**Cells colored by class**

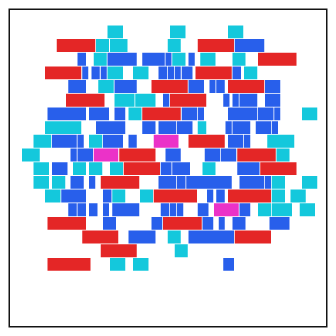
**Clock wires, drivers and flops**

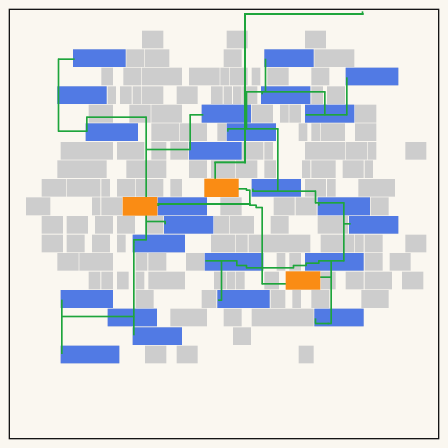
**Ports around the boundary**

Pins as bars across the die edge, other pins in gray.
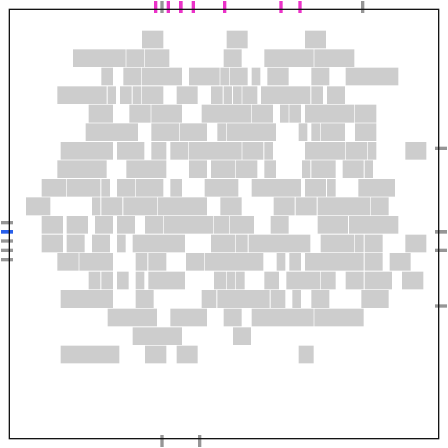
**Wiring by layer**

Two of the layers only.
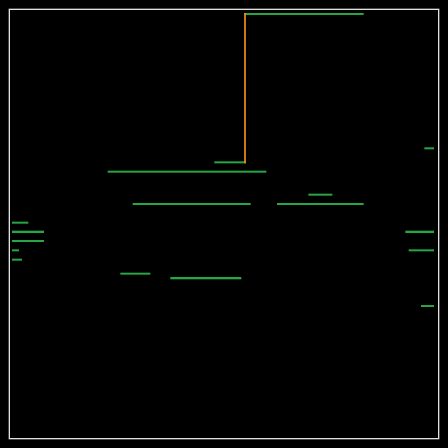
$ cat src/rtl/crc_stream_pkg.sv
// Shared types and helpers for the crc_stream block: FSM states, common
// polynomials and the unrolled multi-bit CRC update.
package crc_stream_pkg;

    typedef enum logic [1:0] {
        IDLE = 2'd0,
        RUN  = 2'd1,
        EMIT = 2'd2
    } state_t;

    localparam int unsigned CRC_MAX_W = 32;

    localparam logic [6:0]  CRC7_SD     = 7'h09;
    localparam logic [15:0] CRC16_CCITT = 16'h1021;
    localparam logic [31:0] CRC32       = 32'h04C11DB7;

    // Applies the serial shift-and-xor update to the nbits low bits of
    // 'bits', most significant first, on a register 'width' bits wide.
    function automatic logic [CRC_MAX_W-1:0] crc_step(
        input logic [CRC_MAX_W-1:0] crc_in,
        input logic [CRC_MAX_W-1:0] bits,
        input int unsigned          nbits,
        input int unsigned          width,
        input logic [CRC_MAX_W-1:0] poly
    );
        logic [CRC_MAX_W-1:0] r;
        logic [CRC_MAX_W-1:0] mask;
        logic                 fb;
        mask = (width >= CRC_MAX_W) ? '1 : ((32'd1 << width) - 32'd1);
        r    = crc_in & mask;
        for (int i = CRC_MAX_W - 1; i >= 0; i--) begin
            if (i < int'(nbits)) begin
                fb = r[5'(width - 1)] ^ bits[5'(i)];
                r  = ((r << 1) & mask) ^ (fb ? (poly & mask) : 32'd0);
            end
        end
        return r;
    endfunction

    // Counter width for a down-counter holding values 0..n-1.
    function automatic int unsigned cnt_width(input int unsigned n);
        return (n > 1) ? $clog2(n) : 1;
    endfunction

endpackage

$ cat src/rtl/crc_stream_emit.sv
// Append-phase streamer: holds the finished CRC and shifts it out MSB first,
// DATA_W bits per out handshake, flagging the final chunk.
module crc_stream_emit
    import crc_stream_pkg::*;
#(
    parameter int unsigned CRC_W  = 7,
    parameter int unsigned DATA_W = 1
) (
    input  logic              clk,
    input  logic              rst,
    input  logic              i_abort,
    input  logic              i_load,
    input  logic [CRC_W-1:0]  i_snap,
    input  logic              i_ready,
    output logic              o_valid,
    output logic [DATA_W-1:0] o_data,
    output logic              o_last
);

    localparam int unsigned N_CHUNK = CRC_W / DATA_W;
    localparam int unsigned CNT_W   = cnt_width(N_CHUNK);

    logic              r_valid;
    logic              r_last;
    logic [CRC_W-1:0]  r_snap;
    logic [CNT_W-1:0]  r_cnt;
    logic              w_fire;

    assign w_fire = r_valid & i_ready;

    // Snapshot is cleared after the final chunk so out_data idles at zero.
    always_ff @(posedge clk) begin
        if (rst || i_abort) begin
            r_valid <= 1'b0;
            r_last  <= 1'b0;
            r_snap  <= '0;
            r_cnt   <= '0;
        end else if (i_load) begin
            r_valid <= 1'b1;
            r_last  <= (N_CHUNK == 1);
            r_snap  <= i_snap;
            r_cnt   <= CNT_W'(N_CHUNK - 1);
        end else if (w_fire) begin
            if (r_last) begin
                r_valid <= 1'b0;
                r_last  <= 1'b0;
                r_snap  <= '0;
                r_cnt   <= '0;
            end else begin
                r_snap  <= r_snap << DATA_W;
                r_cnt   <= r_cnt - CNT_W'(1);
                r_last  <= (r_cnt == CNT_W'(1));
            end
        end
    end

    assign o_valid = r_valid;
    assign o_last  = r_last;
    assign o_data  = r_snap[CRC_W-1 -: DATA_W];

endmodule

$ cat src/rtl/crc_stream.sv
// Parametrised streaming CRC generator with valid/ready framing and optional
// append phase. Define CRC_STREAM_CHECK_EN to add the expected-CRC comparator.
module crc_stream
    import crc_stream_pkg::*;
#(
    parameter int unsigned      CRC_W   = 7,
    parameter logic [CRC_W-1:0] POLY    = 7'h09,
    parameter logic [CRC_W-1:0] INIT    = '0,
    parameter logic [CRC_W-1:0] XOR_OUT = '0,
    parameter int unsigned      DATA_W  = 1,
    parameter int unsigned      APPEND  = 1
) (
    input  logic              clk,
    input  logic              rst,
    input  logic              start,
    input  logic              in_valid,
    output logic              in_ready,
    input  logic [DATA_W-1:0] in_data,
    input  logic              in_last,
    output logic              out_valid,
    input  logic              out_ready,
    output logic [DATA_W-1:0] out_data,
    output logic              out_last,
    output logic [CRC_W-1:0]  crc,
    output logic              busy,
    output logic              done
`ifdef CRC_STREAM_CHECK_EN
    ,
    input  logic [CRC_W-1:0]  exp_crc,
    output logic              crc_ok,
    output logic              crc_ok_valid
`endif
);

    generate
        if (CRC_W == 0 || CRC_W > CRC_MAX_W) begin : g_bad_crc_w
            $error("crc_stream: CRC_W must be in 1..32");
        end
        if (DATA_W == 0 || DATA_W > CRC_W) begin : g_bad_data_w
            $error("crc_stream: DATA_W must be in 1..CRC_W");
        end else if ((CRC_W % DATA_W) != 0) begin : g_bad_ratio
            $error("crc_stream: CRC_W must be a multiple of DATA_W");
        end
    endgenerate

    state_t           r_state;
    state_t           w_state_next;
    logic [CRC_W-1:0] r_crc_reg;
    logic [CRC_W-1:0] w_crc_step;
    logic [CRC_W-1:0] w_crc_next;
    logic             r_in_ready;
    logic             r_busy;
    logic             r_done;
    logic             w_accept;
    logic             w_accept_last;
    logic             w_load_emit;
    logic             w_complete;
    logic             w_last_hs;

    always_comb begin
        w_crc_step = CRC_W'(crc_step(32'(r_crc_reg), 32'(in_data), DATA_W, CRC_W, 32'(POLY)));
    end

    // State register
    always_ff @(posedge clk) begin
        if (rst) begin
            r_state <= IDLE;
        end else begin
            r_state <= w_state_next;
        end
    end

    // Next-state logic; start always wins and restarts the frame
    always_comb begin
        w_state_next = r_state;
        unique case (r_state)
            IDLE: begin
                if (start) w_state_next = RUN;
            end
            RUN: begin
                if (start)              w_state_next = RUN;
                else if (w_accept_last) w_state_next = (APPEND != 0) ? EMIT : IDLE;
            end
            EMIT: begin
                if (start)          w_state_next = RUN;
                else if (w_last_hs) w_state_next = IDLE;
            end
            default: w_state_next = IDLE;
        endcase
    end

    // Datapath controls derived from the current state and handshakes
    always_comb begin
        w_accept      = 1'b0;
        w_accept_last = 1'b0;
        w_load_emit   = 1'b0;
        w_complete    = 1'b0;
        w_crc_next    = r_crc_reg;
        w_last_hs     = out_valid & out_ready & out_last;
        if (start) begin
            w_crc_next = INIT;
        end else begin
            unique case (r_state)
                RUN: begin
                    w_accept      = in_valid & r_in_ready;
                    w_accept_last = w_accept & in_last;
                    w_load_emit   = w_accept_last && (APPEND != 0);
                    w_complete    = w_accept_last && (APPEND == 0);
                    if (w_accept) w_crc_next = w_crc_step;
                end
                EMIT: begin
                    w_complete = w_last_hs;
                end
                default: ;
            endcase
        end
    end

    // Registered outputs and the working CRC register
    always_ff @(posedge clk) begin
        if (rst) begin
            r_crc_reg  <= INIT;
            r_in_ready <= 1'b0;
            r_busy     <= 1'b0;
            r_done     <= 1'b0;
        end else begin
            r_crc_reg  <= w_crc_next;
            r_in_ready <= (w_state_next == RUN);
            r_busy     <= (w_state_next != IDLE);
            r_done     <= w_complete;
        end
    end

    crc_stream_emit #(
        .CRC_W  (CRC_W),
        .DATA_W (DATA_W)
    ) u_emit (
        .clk     (clk),
        .rst     (rst),
        .i_abort (start),
        .i_load  (w_load_emit),
        .i_snap  (w_crc_step ^ XOR_OUT),
        .i_ready (out_ready),
        .o_valid (out_valid),
        .o_data  (out_data),
        .o_last  (out_last)
    );

    assign in_ready = r_in_ready;
    assign busy     = r_busy;
    assign done     = r_done;
    assign crc      = r_crc_reg ^ XOR_OUT;

`ifdef CRC_STREAM_CHECK_EN
    logic [CRC_W-1:0] r_exp_crc;
    logic [CRC_W-1:0] w_exp_sel;
    logic             r_crc_ok;
    logic             r_crc_ok_valid;

    // Without an append phase the frame completes on the same edge exp_crc is sampled
    assign w_exp_sel = w_accept_last ? exp_crc : r_exp_crc;

    always_ff @(posedge clk) begin
        if (rst) begin
            r_exp_crc      <= '0;
            r_crc_ok       <= 1'b0;
            r_crc_ok_valid <= 1'b0;
        end else begin
            if (w_accept_last) r_exp_crc <= exp_crc;
            r_crc_ok_valid <= w_complete;
            r_crc_ok       <= w_complete && ((w_crc_next ^ XOR_OUT) == w_exp_sel);
        end
    end

    assign crc_ok       = r_crc_ok;
    assign crc_ok_valid = r_crc_ok_valid;
`endif

endmodule

$ cat config.mk
export PLATFORM = sky130hd
export DESIGN_NAME = crc_stream
export DESIGN_NICKNAME = d
export VERILOG_FILES = /design/src/rtl/crc_stream_pkg.sv /design/src/rtl/crc_stream_emit.sv /design/src/rtl/crc_stream.sv
export SDC_FILE = /design/constraint.sdc
export NUM_CORES = 1
export LEC_CHECK = 0
export CORE_UTILIZATION = 30
export CTS_CLUSTER_SIZE = 14
export DETAILED_ROUTE_END_ITERATION = 7
export SYNTH_ARGS = -nofsm -noshare
export SYNTH_HDL_FRONTEND = slang
export SYNTH_SLANG_ARGS = --single-unit
$ cat constraint.sdc
create_clock -name clk -period 1.25 [get_ports clk]
set_clock_uncertainty 0.05 [all_clocks]
set_input_delay 0.25 -clock clk [delete_from_list [all_inputs] [get_ports clk]]
set_output_delay 0.25 -clock clk [all_outputs]
set_load 0.005 [all_outputs]
==> flow_summary.yaml <==
# synthesis and place-and-route metrics
run_status:
  status: "complete, but fails checks"
  failed_checks: "negative setup slack"
synth:
  number_of_warnings_issued_by_yosys: 0
  synth.distinct_cells: 34
  post_synth.cell_area_avg_um2: 8.95
  post_synth_main_area_contributors: "dfxtp_1 (43%), nand2_1 (6.8%), nand4b_1 (5.5%), a21oi_1 (4.1%), a311oi_1 (3.9%)"
  synth.ff_latch_count: 24
  synth_top_area_share_pct: 43.3
  largest_area_cell: "dfxtp_1"
  netlist_area_mm2: 0.00111
  seq_area_frac_synth_pct: 43.3
  ys_area_mm2: 0.00111
  synth.yosys.num_cells: 124
  mappedNetlistNets: 133
  synthCells: 124
drt:
  drt_iter0_drc: 54
  detail_route.first_pass.iterations: 4
  viasPerCell: 5.34
  remaining_drc_errors: 0
  detail-route-antenna-nets: 0
worst_setup_path:
  ff2ff_setup_slack_ns: -0.06
  critical_path.startpoint_type: "flop"
  worst_setup_path_end_kind: "flop"
  critical_path.reg2reg.startpoint: "u_emit.r_cnt[1]"
  timing.reg2reg.worst_path_depth: 4
  arrival_time_worst_endpoint_ns: 1.45
  crit_path_top_delay_cell: "or4b_4"
  critical_path_peak_fanout: 2
  kind_of_critical_path: "flop to flop"
  critical_path.cell_chain: "inv_4 > ha_4 > or4b_4 > a211oi_2"
  r2r-end: "u_emit.o_last"
  cp_data_required_time_ns: 1.39
  worst_path_largest_cell_delay_ns: 0.44
worst_hold_path:
  hold-path-cell-count: 1
  whs_endpoint: "done"
  worst_hold_path_class: "flop to flop"
  hp-start: "r_state[0]"
sta:
  fmax_mhz: 765
  worst_case_headroom_to_the_max_slew_limit_pct: 81.3
  timing.final.ws_setup_ns: -0.0570
  timing.final.setup_violations: 6
  timing.final.hold_violations: 0
  share_of_the_clock_period_used_by_the_worst_path_after_layout_pct: 105
  timing_worst_slew_pin_value_ns: 0.280
  fin_setup_tns_ns: -0.102
  grt_setup_unrepaired: "true"
  hold_ws_ns: 0.419
  post_layout_min_period_ns: 1.31
  timing.final.max_slew_violations: 0
clock_network:
  tritoncts.num_buffers: 3
  ctsHtreeMaxLevel: 1
  post_cts_hold_buffer_count: 0
  cts_sinks: 24
  cts.path.max_buffers: 2
  clock_pin_slew_worst_setup_and_hold_paths_ns: 0.09
  tritoncts: "yes"
  ctsRootBufferMaster: "clkbuf_8"
power_and_ir_drop:
  power_per_cell_area_mw_per_mm2: 810
  design_power_total_mw: 1.37
  vdd_ir_drop_max_mv: 0.585
  power.static_leakage_nw: 0.660
global_routing:
  antenna_violations_before_repair: 0
  grt-ovfl-total: 0
  grt_pass1_wl_um: 4910
  grt_pass1_vias: 1128
  largest_net_degree_at_the_start_of_global_routing: 14
cells_and_area:
  final_nets: 170
  layout_top_cell: "buf_4"
  layout_top_cells: "buf_4 (21), nand2_1 (20), dlygate4sd2_1 (16)"
  flow.area_growth_from_synthesis_pct: 52.3
  diodes: 0
  fillerInstances: 318
  final_cells: 205
  proportion_of_layout_cells_with_a_drive_suffix_above_1_pct: 42.1
place:
  routability_cong: 0.734
  place_hpwl_um: 2010
  placed_cells: 195
  place_ws_ns: -0.405
  port_buffers: 19
flow_run:
  max-cap-violations: 0
  openroad.warnings: 30
floorplanning:
  die-area_mm2: 0.00395
  initial_utilization_pct: 32.2
  pin_count: 20
Notes on 'cells colored by class' above:
- sequential cells: red (cells 24; share of their area 31%)
- remaining buffers and delay cells: cyan (cells 46; share of their area 25%)
- clock-net drivers: magenta (cells 3; share of their area 2.5%)
- remaining logic cells: blue (cells 86; share of their area 42%)
Core ar.: 0.00344 mm2
placement row count: 21
fin util: 49.1%

Notes on 'clock wires, drivers and flops' above:
- flip-flops: blue (count 24)
- clock wires: green (length 310 um)
- clock-net drivers: orange (count 3)
- routed clock nets: 4
portion of total power attributed to the clock network: 33.3%
Clock group: 0.456 mW
Insertion Delay late pin: 0.27 ns

Notes on 'ports around the boundary' above:
- in_last: blue (pins 1; direction input; edge left)
- crc: magenta (pins 7; direction output; edge top)
horizontal die size: 62.8 um
die boundary height: 62.8 um

Notes on 'wiring by layer' above:
- M3: green (wire length 114 um)
- M4: orange (wire length 21.8 um)
average wire length per cell after detail routing: 15.3 um
total global routing track utilization: 15.8%
Vias: 1095
routed wire length: 3150 um

-- cells by family (layout without fill, tap and decap cells) --
| family | after synthesis | in the layout | synth area share, % |
|---|---|---|---|
| AOI/OAI and AO/OA | 24 | 24 | 15.1 |
| xor gates and xnor gates | 2 | 2 | 1.58 |
| adders and majority gates | 2 | 2 | 2.25 |
| buffers and inverters | 16 | 51 | 8.91 |
| DFF | 24 | 24 | 43.3 |
| muxes | 1 | 1 | 0.902 |
| and+or+nand+nor | 55 | 55 | 28.0 |
-- worst max-delay path by stage --
stage / start / to / slack, ns
after floorplan: u_emit.o_valid / u_emit.o_last / -0.03
after global placement: out_ready / u_emit.o_last / -0.38
after detailed placement: out_ready / u_emit.o_last / -0.40
after CTS: u_emit.r_cnt[1] / u_emit.r_cnt[1] / -0.05
after global routing: u_emit.r_cnt[1] / u_emit.o_last / -0.08
final: u_emit.r_cnt[1] / u_emit.o_last / -0.06
-- sequential cells by signal, indices dropped and copies added (netlist names), 2 cells and up --
register	cells
r_state	2
u_emit.r_cnt	3
crc	7
u_emit.r_snap	7
-- final cells by class --
cell class                      count  area, um2  area share [%]
Multi-Input combinational cell     84        676            40.0
Sequential cell                    24        502            29.7
Timing Repair Buffer               46        402            23.8
Tap cell                           46       57.6            3.40
Clock buffer                        3       41.3            2.44
Inverter                            2       12.5           0.740
-- report_power, final --
group          internal, mW  total, mW  switching (mW)
Combinational        0.0646      0.136          0.0715
Sequential            0.770      0.778         0.00820
Clock                 0.216      0.456           0.240
Total                  1.05       1.37           0.320
-- layer usage --
metal | share of wire (%) | track usage [%] | wire length [um]
met5 | 0 | 0 | 0
met4 | 0.67 | 6.40 | 21
met3 | 3.6 | 3.65 | 114
met2 | 53 | 29.6 | 1680
met1 | 42 | 16.7 | 1330
-- through the flow --
stage / instance area [um2] / utilization, %
finish: 1690 / 49.1
CTS: 1590 / 46.1
floorplan: 1110 / -
global route: 1690 / 49.1
global placement: 1430 / 41.6
detailed placement: 1430 / 41.6
-- critical path: cells and delay by family (launching register included) --
kind	cells	cell delay, ns
DFF	1	0.34
and+or+nand+nor	1	0.44
AOI/OAI and AO/OA	1	0.21
buffers and inverters	1	0.07
adders and majority gates	1	0.11
-- Yosys cell counts --
cell and n:
a21oi_1 9, or4b_4 1, a311oi_1 5, nand2_1 20, or3_1 2, and4b_1 2, inv_1 2, a211oi_2 1
buf_4 5, a221oi_1 1, clkbuf_1 3, nand2_2 1, nand3b_1 1, nand4b_1 7, xor2_1 1, nor2_1 5
a31oi_1 2, or2_2 1, buf_6 2, nor3_1 8, ha_1 2, nand2_4 1, mux2i_1 1, dfxtp_1 24
o211ai_1 1, buf_2 4, nor4b_1 1, nand2b_1 2, nor2b_1 1, a21o_1 2, xnor2_1 1, o31ai_1 1
a211oi_1 2, nand3_1 2
-- what timing repair did --
item	CTS	global route
pin swaps	7	6
buffers inserted	4	3
endpoints found under the setup margin	25	12
gates resized	44	19
gates cloned	1	0
No activity file was given, so power comes from the tool's default toggle rates.
